==> config.mk <==
export PLATFORM = sky130hd
export DESIGN_NAME = note_detector
export DESIGN_NICKNAME = d
export VERILOG_FILES = /design/src/rtl/note_detector.sv
export SDC_FILE = /design/constraint.sdc
export NUM_CORES = 1
export LEC_CHECK = 0
export CAP_MARGIN = 10
export CELL_PAD_IN_SITES_DETAIL_PLACEMENT = 1
export CELL_PAD_IN_SITES_GLOBAL_PLACEMENT = 1
export CORE_ASPECT_RATIO = 0.5
export CORE_MARGIN = 5
export CORE_UTILIZATION = 50
export CTS_BUF_LIST = sky130_fd_sc_hd__clkbuf_4 sky130_fd_sc_hd__clkbuf_8 sky130_fd_sc_hd__clkbuf_16
export DETAILED_ROUTE_END_ITERATION = 10
export GPL_ROUTABILITY_DRIVEN = 0
export HOLD_SLACK_MARGIN = 0.05
export PLACE_DENSITY_LB_ADDON = 0.1
export SYNTH_ARGS = -nofsm -noshare
export SYNTH_HDL_FRONTEND = slang
export SYNTH_SLANG_ARGS = --single-unit
==> constraint.sdc <==
create_clock -name clk -period 6.4 [get_ports clk]
set_input_delay 1.28 -clock clk [delete_from_list [all_inputs] [get_ports clk]]
set_output_delay 1.28 -clock clk [all_outputs]
set_load 0.02 [all_outputs]
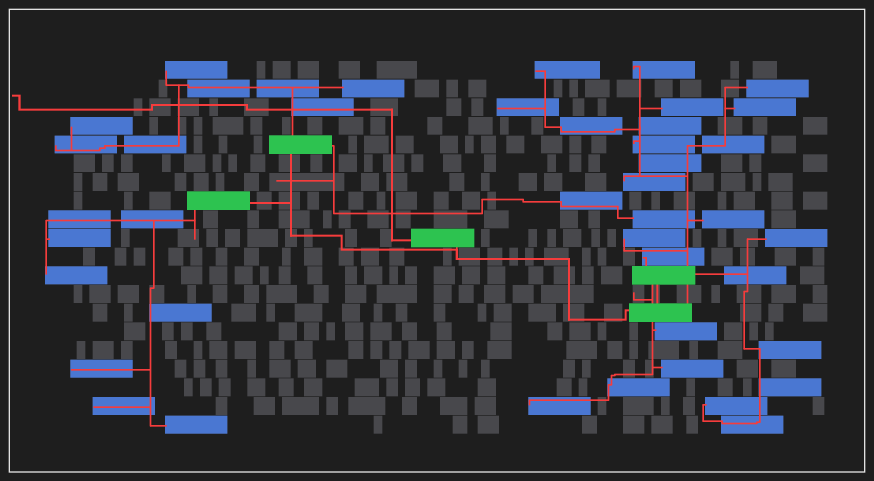
**Above:** routed clock nets over the placement.
clock drivers: marked green, count 5. flip-flops: marked blue, count 43. clock wires: marked red, length 644 um.
Position of the flops: all over the die. There are 6 routed clock nets.
Clock Skews: 8.64 ps
Skew-Pair Late Insertion Delay: 300 ps

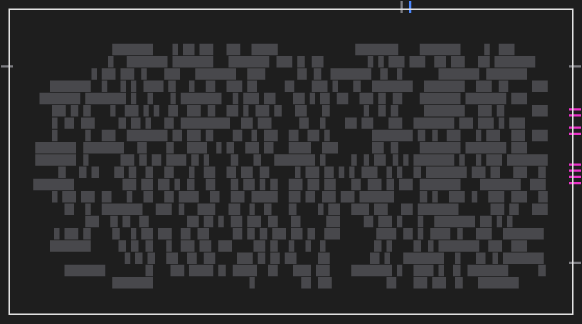
**Above:** pin map.
Pins as bars across the die edge, other pins in gray.
`speaker_in`: marked blue, pins 1, direction input, edge north. `note_onehot`: marked magenta, pins 8, direction output, edge east.
die width: 124 um
die height: 67.2 um

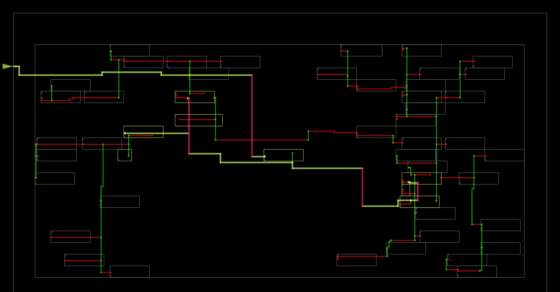
**Above:** clock wiring as the flow saved it.
CTS Sinks: 43
# clk buffers: 5
number of buffers created by CTS: 5
flip-flops: 43
Clk. pwr: 0.299 mW

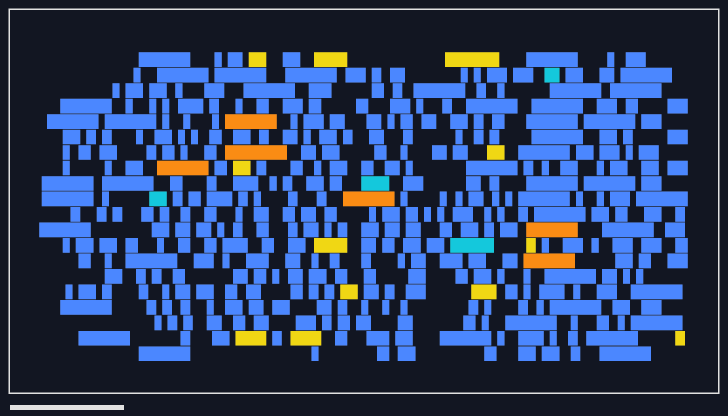
**Above:** cells by drive strength.
Bar = 20 um.
_2 cells: marked yellow, cells 12, share 3.2%, most used a31o_2. _3 and _4 cells: marked cyan, cells 4, share 1.1%. _0 and _1 cells: marked blue, cells 352, share 94%, most used dfrtp_1. _6 and larger: marked orange, cells 6, share 1.6%, most used clkbuf_16.
final worst setup slack: 2970 ps
Final Cell Area: 0.00351 mm^2
Area Growth Syn to Fin: 7.27%

==> flow_summary.toml <==
# flow metrics
[outcome]
status = "finished clean"

[floorplan]
dieArea_mm2 = 0.00836
rows = 20

[detailed_routing]
vias = 3217
wl_per_cell_um = 23.0
drt_wl_total_um = 10600

[cts]
holdBufCountCts = 0
post_cts_resized = 0
post_cts_buffers = 0
cts_buffer_depth = 2
root_buffer = "clkbuf_16"

[synth]
synth_nets = 396
synth_cell_type_count = 70
yosysCellCount = 387
async_reset_ff_share_pct = 100
area_leaders = "dfrtp_1, xor2_1, nor2_1, nand2_1, mux2i_1"
yosysWarnings = 0
syn_area_per_cell_um2 = 8.45
mux_area_share_pct = 3.06
synthFlopType = "dfrtp_1"
top_cell_area_share_pct = 32.1

[place]
io_buffers = 12
dpl.hpwl_um = 7370
dp_cells = 454

[power_and_ir_drop]
p_per_area_mw_per_mm2 = 205
leakage_nw = 1.38
finalPower_mw = 0.719

[worst_setup_path]
critPathKind = "register to register"
cp.required_ps = 6580
slowest_delay_ps = 820
cp_max_fo = 22
start_kind = "register"
path_cells = "nand3_1 -> or3_1 -> o41ai_2 -> o31ai_1 -> a2111o_1 -> nor4_4 -> a311oi_1 -> a31o_1"
cp.depth = 8
critPathTopFamily = "AND-OR/OR-AND gates"

[final_layout]
nets = 382
diodes = 0
layout_top_cell = "dfrtp_1"

[grt]
grt_pass1_wl_um = 18100

[sta]
fmax_mhz = 291
slew_headroom_pct = 29.1
hold_viol_final = 0
period_used_pct = 53.6
## where the power goes
group	leakage, nW	internal (mW)	switching [mW]
clock	0.0838	0.184	0.115
sequential	0.572	0.287	0.0350
combinational	0.727	0.0369	0.0616
total	1.38	0.508	0.211
## metal layers
| metal | global-route usage [%] | part of all wire (%) | wire length [um] |
|---|---|---|---|
| met3 | 6.71 | 8.3 | 884 |
| met1 | 36.1 | 44 | 4730 |
| met5 | 0 | 0 | 0 |
| met4 | 7.79 | 2.6 | 276 |
| met2 | 44.8 | 45 | 4740 |
## area by class of cell
type                            instances  area (um^2)
Tap cell                               88          110
Timing Repair Buffer                   13          123
Clock buffer                            5          125
Clock inverter                          3         43.8
Fill cell                             762         2700
Inverter                                8         30.0
Sequential cell                        43         1080
Multi-Input combinational cell        302         2000
Power is estimated from default activity; no workload was simulated.
